## config.mk

```make
export PLATFORM = sky130hd
export DESIGN_NAME = branch_comp
export DESIGN_NICKNAME = d
export VERILOG_FILES = /design/src/rtl/riscv_pkg.sv /design/src/rtl/branch_cmp_core.sv /design/src/rtl/branch_comp.sv
export SDC_FILE = /design/constraint.sdc
export NUM_CORES = 1
export LEC_CHECK = 0
export ABC_AREA = 0
export CAP_MARGIN = 20
export CORE_MARGIN = 4
export CORE_UTILIZATION = 33
export DETAILED_ROUTE_END_ITERATION = 8
export PLACE_DENSITY = 0.82
export SLEW_MARGIN = 20
export SYNTH_ARGS = -nofsm -noshare
export SYNTH_HDL_FRONTEND = slang
export SYNTH_SLANG_ARGS = --single-unit
```

## constraint.sdc

```tcl
create_clock -name clk -period 2.8 [get_ports clk]
set_input_delay 0.56 -clock clk [delete_from_list [all_inputs] [get_ports clk]]
set_output_delay 0.56 -clock clk [all_outputs]
set_load 0.02 [all_outputs]
```

## src/rtl/riscv_pkg.sv

```systemverilog
// Shared RV32I constants and the branch compare-mode encoding.
package riscv_pkg;

    localparam int XLEN = 32;

    typedef enum logic [1:0] {
        BR_UNSIGNED = 2'b00,
        BR_SIGNED   = 2'b01
    } br_mode_t;

endpackage

```

## src/rtl/branch_cmp_core.sv

```systemverilog
// Combinational equal / less-than datapath; zero-cycle latency, no state.
module branch_cmp_core
    import riscv_pkg::*;
#(
    parameter int WIDTH = XLEN
) (
    input  logic [WIDTH-1:0] a,
    input  logic [WIDTH-1:0] b,
    input  logic             sgn,
    output logic             eq,
    output logic             lt
);

    logic [WIDTH:0] diff;

    // One extra bit turns both compare modes into a single subtract whose MSB is the sign.
    always_comb begin
        diff = {sgn & a[WIDTH-1], a} - {sgn & b[WIDTH-1], b};
        eq   = (a == b);
        lt   = diff[WIDTH] & ~eq;
    end

endmodule

```

## src/rtl/branch_comp.sv

```systemverilog
// RV32I branch comparator: combinational BrEq/BrLT plus registered copies for observation.
// BRANCH_COMP_STATS_EN adds wrapping 16-bit eq/lt hit counters.
module branch_comp
    import riscv_pkg::*;
#(
    parameter int WIDTH = XLEN
) (
    input  logic             clk,
    input  logic             reset,
    input  logic [WIDTH-1:0] in_A,
    input  logic [WIDTH-1:0] in_B,
    input  logic [1:0]       BrUn,
    output logic             BrEq,
    output logic             BrLT,
    output logic             BrEq_q,
    output logic             BrLT_q
`ifdef BRANCH_COMP_STATS_EN
    ,
    output logic [15:0]      eq_cnt,
    output logic [15:0]      lt_cnt
`endif
);

    br_mode_t mode;
    logic     br_mode_unused;

    // Only bit0 reaches the datapath, so an undriven bit1 cannot leak into the flags.
    assign mode           = br_mode_t'({1'b0, BrUn[0]});
    assign br_mode_unused = BrUn[1];

    branch_cmp_core #(.WIDTH(WIDTH)) u_core (
        .a   (in_A),
        .b   (in_B),
        .sgn (mode == BR_SIGNED),
        .eq  (BrEq),
        .lt  (BrLT)
    );

    always_ff @(posedge clk or negedge reset) begin
        if (!reset) begin
            BrEq_q <= 1'b0;
            BrLT_q <= 1'b0;
        end else begin
            BrEq_q <= BrEq;
            BrLT_q <= BrLT;
        end
    end

`ifdef BRANCH_COMP_STATS_EN
    always_ff @(posedge clk or negedge reset) begin
        if (!reset) begin
            eq_cnt <= 16'd0;
            lt_cnt <= 16'd0;
        end else begin
            if (BrEq) eq_cnt <= eq_cnt + 16'd1;
            if (BrLT) lt_cnt <= lt_cnt + 16'd1;
        end
    end
`endif

endmodule

```

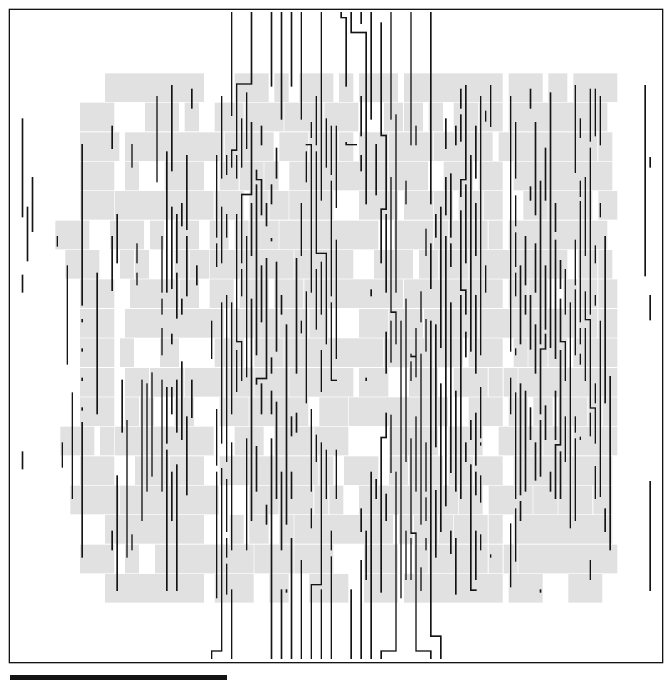
Run 1: M2 wires
Bar = 20 µm. Cells faint in the background.
share of all routed wire	55%
nets with wire on the layer	279
wire length on this layer	2,080 µm

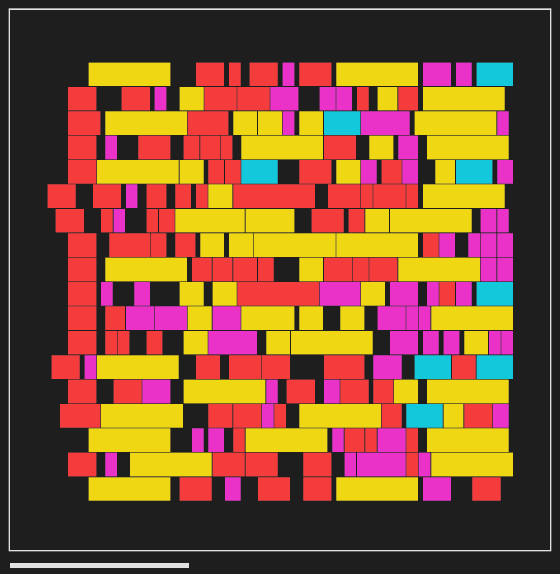
Run 1: drive-strength map
Bar = 20 µm.
colour	size	cells
magenta	x2	60
red	x1 and smaller	91
yellow	x3 and x4	56
cyan	x6 and larger	8

==> out/qor.tcl, run 1 <==
set qor(grt_antenna_before_repair) 0
set qor(largestPowerGroup) {combinational logic}
set qor(setup_viol_count_final) 1
set qor(chip_area_mm2) 0.00363
set qor(synth-edff-count) 0
set qor(achievable-frequency_mhz) 347
set qor(worst-path-max-fanout) 3
set qor(worst_setup_path_end_kind) {primary output}
set qor(fp_util_pct) 35.3
set qor(avgSynthCellArea_um2) 7.31
set qor(critical_path.max_stage_delay_ns) 0.33
set qor(synth.comb.largest_family) {adder cells}
set qor(run_status) {complete, but fails checks}
set qor(crit_path_top_delay_cell) {sky130_fd_sc_hd__a221o_1}
set qor(worst-setup-path-type) {primary input to primary output}
set qor(path_clk_slew_ns) 0.03
set qor(synthFlopType) {sky130_fd_sc_hd__dfrtp_1}
set qor(setup_ws_ns) -0.0853
set qor(count_of_yosys_warnings_during_synthesis) 0
set qor(failed_checks) {negative setup slack}
set qor(grt_setup_unrepaired) {yes}
set qor(fin_total_pwr_uw) 406
set qor(top_cell_area_share_pct) 44.5
set qor(pins_over_their_slew_limit) 0
set qor(switching_share_pct) 37.7
set qor(cts_root_buf) {sky130_fd_sc_hd__clkbuf_4}
set qor(first_global_vias) 1407
set qor(cts_setup_buffers) 5
set qor(hold-worst-slack_ns) 0.497
set qor(synthesis.area_um2) 900
set qor(min_path_type) {primary input to async pin}
set qor(cellPowerDensity_mw_per_mm2) 190
set qor(synth_top_cell_by_area) {sky130_fd_sc_hd__ha_1}
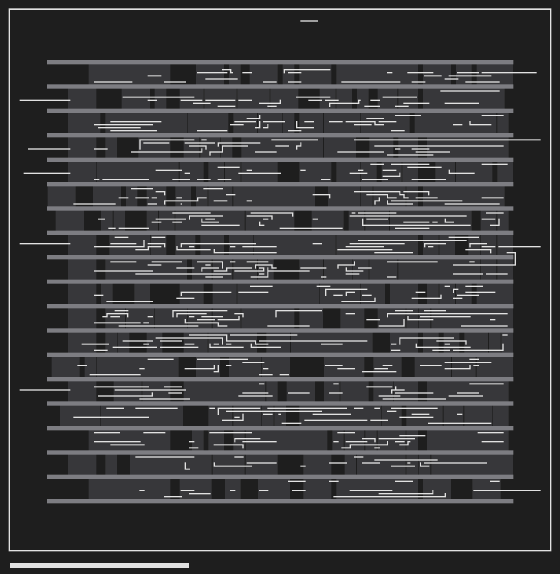
Run 1: M1 wires
Bar = 20 µm. Supply wires on this layer in grey. Cells faint in the background.
main direction	horizontal
wire length on this layer	1,240 µm
share of all routed wire	33%
longest straight run	20.7 µm

-- run 1: final cells by class --
type / count / area share [%]
repair buffers: 89 / 34.0
multi-input cells: 87 / 54.5
inverters: 34 / 6.34
well taps: 30 / 1.76
flip-flops and latches: 2 / 2.35
clock buffers: 3 / 1.06
-- run 1: sequential cells by signal (all words and copies together) (netlist names) --
signal,cells
BrEq_q,1
BrLT_q,1
-- run 1: worst min-delay path by stage --
stage               start      to  slack [ns]
floorplan           reset  BrEq_q        0.26
global placement    reset  BrEq_q        0.73
detailed placement  reset  BrLT_q        0.74
CTS                 reset  BrEq_q        0.51
global route        reset  BrEq_q        0.49
finish              reset  BrEq_q        0.50
==> run 1 -> run 2 <==
--- a/config.mk
+++ b/config.mk
@@ -7,10 +7,12 @@
 export LEC_CHECK = 0
 export ABC_AREA = 0
 export CAP_MARGIN = 20
+export CELL_PAD_IN_SITES_DETAIL_PLACEMENT = 1
+export CELL_PAD_IN_SITES_GLOBAL_PLACEMENT = 1
 export CORE_MARGIN = 4
-export CORE_UTILIZATION = 33
+export CORE_UTILIZATION = 21
 export DETAILED_ROUTE_END_ITERATION = 8
-export PLACE_DENSITY = 0.82
+export PLACE_DENSITY = 0.8
 export SLEW_MARGIN = 20
 export SYNTH_ARGS = -nofsm -noshare
 export SYNTH_HDL_FRONTEND = slang
==> constraint.sdc (replaced) <==
create_clock -name clk -period 2.87 [get_ports clk]
set_input_delay 0.574 -clock clk [delete_from_list [all_inputs] [get_ports clk]]
set_output_delay 0.574 -clock clk [all_outputs]
set_load 0.01 [all_outputs]
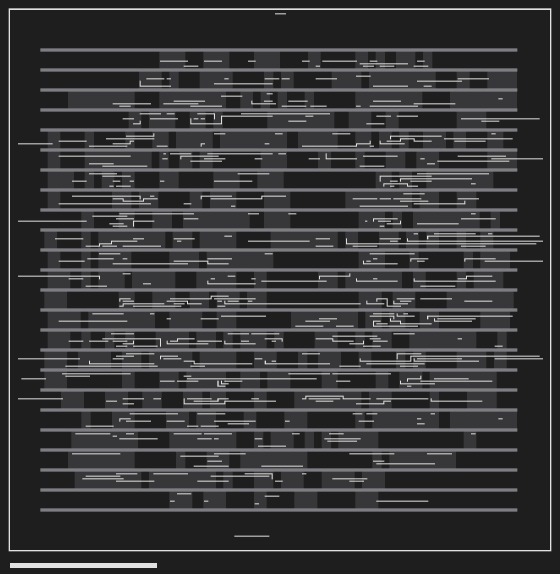
Run 2: M1 wires
Bar = 20 µm. Supply wires on this layer in grey. Cells faint in the background.
main direction	horizontal
longest straight run	25.8 µm
wire length on this layer	1,480 µm
nets with wire on the layer	281

==> run 2 against run 1 <==
The flow now finishes without violations. Clock power increased by 71%. Critical path depth unchanged. Cell count increased by 9.0%. Combinational power about the same. Largest cell class unchanged.
==> out/qor.tcl, run 2 <==
set qor(synth-edff-count) 0
set qor(chip_area_mm2) 0.00539
set qor(pins_over_their_slew_limit) 0
set qor(largestRegisters) {BrEq_q x1, BrLT_q x1}
set qor(first_global_vias) 1429
set qor(synthesis.area_um2) 900
set qor(largestPowerGroup) {combinational logic}
set qor(synthFlopType) {sky130_fd_sc_hd__dfrtp_1}
set qor(top_cell_area_share_pct) 44.5
set qor(grt_setup_unrepaired) {yes}
set qor(synth_top_cell_by_area) {sky130_fd_sc_hd__ha_1}
set qor(critical_path.max_stage_delay_ns) 0.32
set qor(fp_util_pct) 22.2
set qor(cts_root_buf) {sky130_fd_sc_hd__clkbuf_8}
set qor(fin_total_pwr_uw) 449
set qor(path_clk_slew_ns) 0.03
set qor(grt_antenna_before_repair) 0
set qor(run_status) {completed}
set qor(worst_setup_path_end_kind) {primary output}
set qor(switching_share_pct) 34.4
set qor(achievable-frequency_mhz) 349
set qor(cts_setup_buffers) 4
set qor(worst-setup-path-type) {primary input to primary output}
set qor(critPathBufInv) 3
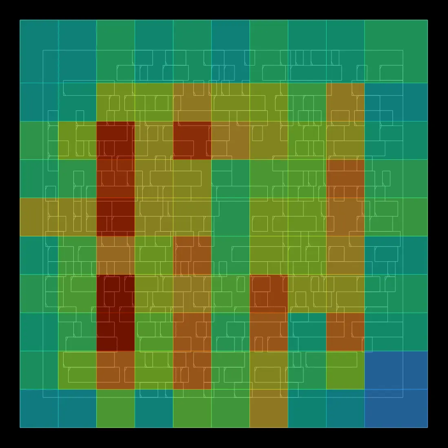
Run 2: routing congestion
aggregate global-route resource usage: 14.9%
met2 demand-to-capacity share in global routing: 29.5%

==> run 2: cell type report <==
type / count / area [µm²]
Inverter: 34 / 130
Fill cell: 463 / 1870
Multi-Input combinational cell: 87 / 1180
Timing Repair Buffer: 91 / 723
Sequential cell: 2 / 50.0
Tap cell: 50 / 62.6
Clock buffer: 3 / 41.3
==> run 2: metrics by stage <==
| stage | hold WS [ns] | utilization [%] | std cells | TNS, ns |
|---|---|---|---|---|
| floorplan | 0.278 | - | 123 | 0 |
| global placement | 0.749 | 43.2 | 255 | -1.35 |
| detailed placement | 0.749 | 43.2 | 255 | -1.35 |
| CTS | 0.522 | 51.6 | 262 | -0.0487 |
| global route | 0.528 | 53.9 | 267 | -0.0731 |
| finish | 0.525 | 53.9 | 267 | 0 |
==> run 2 -> run 3 <==
--- a/config.mk
+++ b/config.mk
@@ -6,7 +6,6 @@
 export NUM_CORES = 1
 export LEC_CHECK = 0
 export ABC_AREA = 0
-export CAP_MARGIN = 20
 export CELL_PAD_IN_SITES_DETAIL_PLACEMENT = 1
 export CELL_PAD_IN_SITES_GLOBAL_PLACEMENT = 1
 export CORE_MARGIN = 4
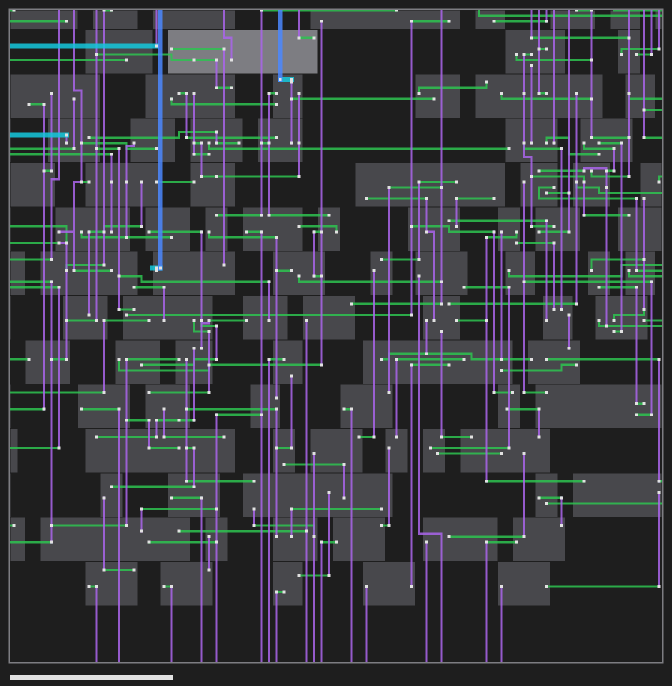
Run 3: close-up of the layout
Bar = 10 µm. Window x 17 to 57, y 2 to 42 µm. Cells in grey, sequential cells in the stronger grey; small squares are vias.
colour	layer
blue	M4
green	M1
purple	M2
cyan	M3
cells with their middle in the window	78
most frequent	dlygate4sd2_1 (12), buf_4 (9), inv_2 (8)
netlist names of flops here include	BrLT_q (1)
sequential cells in the window	1

==> run 3 against run 2 <==
Sequential power about the same. Count of clock-buffer cells in the layout stayed put. Flip-flop count is the same. Clock power about the same. Largest cell class unchanged. Synthesized cell count unchanged. Via count stayed put. Highest routed layer unchanged. Combinational power is essentially flat. Die area unchanged. First-iteration DRC count unchanged. Utilization unchanged. Worst setup slack unchanged. Design area is the same.
==> out/qor.tcl, run 3 <==
set qor(numPortBuffers) 70
set qor(count_of_yosys_warnings_during_synthesis) 0
set qor(final_core_util_pct) 53.9
set qor(final.setup.tns_ns) 0
set qor(grt_use_total_pct) 14.9
set qor(largestRegisters) {BrEq_q x1, BrLT_q x1}
set qor(worst-setup-path-type) {primary input to primary output}
set qor(worst_setup_path_end_kind) {primary output}
set qor(detail_route.iter0.violations) 10
set qor(cts-htree-levels) 1
set qor(run_status) {completed}
set qor(core-area_mm2) 0.00406
set qor(critPathBufInv) 3
set qor(timing.critical_path.to) {BrLT}
set qor(avgSynthCellArea_um2) 7.31
set qor(synth_top_cell_by_area) {sky130_fd_sc_hd__ha_1}
set qor(synth.comb.largest_family) {adder cells}
set qor(pins_over_their_slew_limit) 0
set qor(place_inst) 255
set qor(min_path_type) {primary input to async pin}
set qor(n_fill_cell) 463
set qor(synthFlopType) {sky130_fd_sc_hd__dfrtp_1}
set qor(cts_root_buf) {sky130_fd_sc_hd__clkbuf_8}
set qor(critical_path.max_stage_delay_ns) 0.32
set qor(dieHeight_um) 73.5
set qor(cts_setup_buffers) 4
set qor(grt_antenna_before_repair) 0
set qor(setup_viol_count_final) 0
set qor(first_global_vias) 1429
set qor(grt_setup_unrepaired) {yes}
set qor(fin_total_pwr_uw) 449
set qor(worst-path-max-fanout) 2
set qor(fp_util_pct) 22.2
set qor(crit_path_top_delay_cell) {sky130_fd_sc_hd__mux2_4}
set qor(post_layout_nonfiller_instances) 267
set qor(path_clk_slew_ns) 0.03
set qor(grt_use_met2_pct) 29.5
set qor(achievable-frequency_mhz) 349
set qor(switching_share_pct) 34.4
set qor(chip_area_mm2) 0.00539
set qor(detail_route.first_pass.iterations) 3
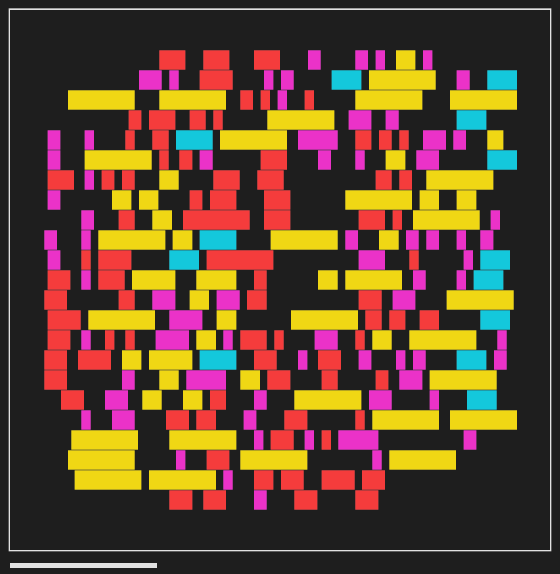
Run 3: drive-strength map
Bar = 20 µm.
colour	size	cells
cyan	x6 and larger	13
red	x1 and smaller	80
magenta	x2	71
yellow	x3 and x4	53
Area Growth Syn to Fin: 143%
least setup slack across all paths after layout: 0.00523 ns

run 3: cell counts after synthesis:
Identical to the previous run, type by type.
run 3: power groups by stage:
stage               clock network [µW]  logic [µW]  registers (µW)
detailed placement                   0         229            31.5
global route                       121         338            31.3
finish                             113         305            31.1
global placement                     0         222            31.3
CTS                                117         278            31.2
floorplan                            0        88.3            32.6
run 3: final cells by class:
| class | count | area [µm²] | area share (%) |
|---|---|---|---|
| Inverter | 34 | 130 | 5.95 |
| Sequential cell | 2 | 50.0 | 2.29 |
| Multi-Input combinational cell | 87 | 1180 | 53.9 |
| Clock buffer | 3 | 41.3 | 1.89 |
| Tap cell | 50 | 62.6 | 2.86 |
| Timing Repair Buffer | 91 | 723 | 33.1 |
Power figures rest on the tool's default switching activity, not on a simulated workload.
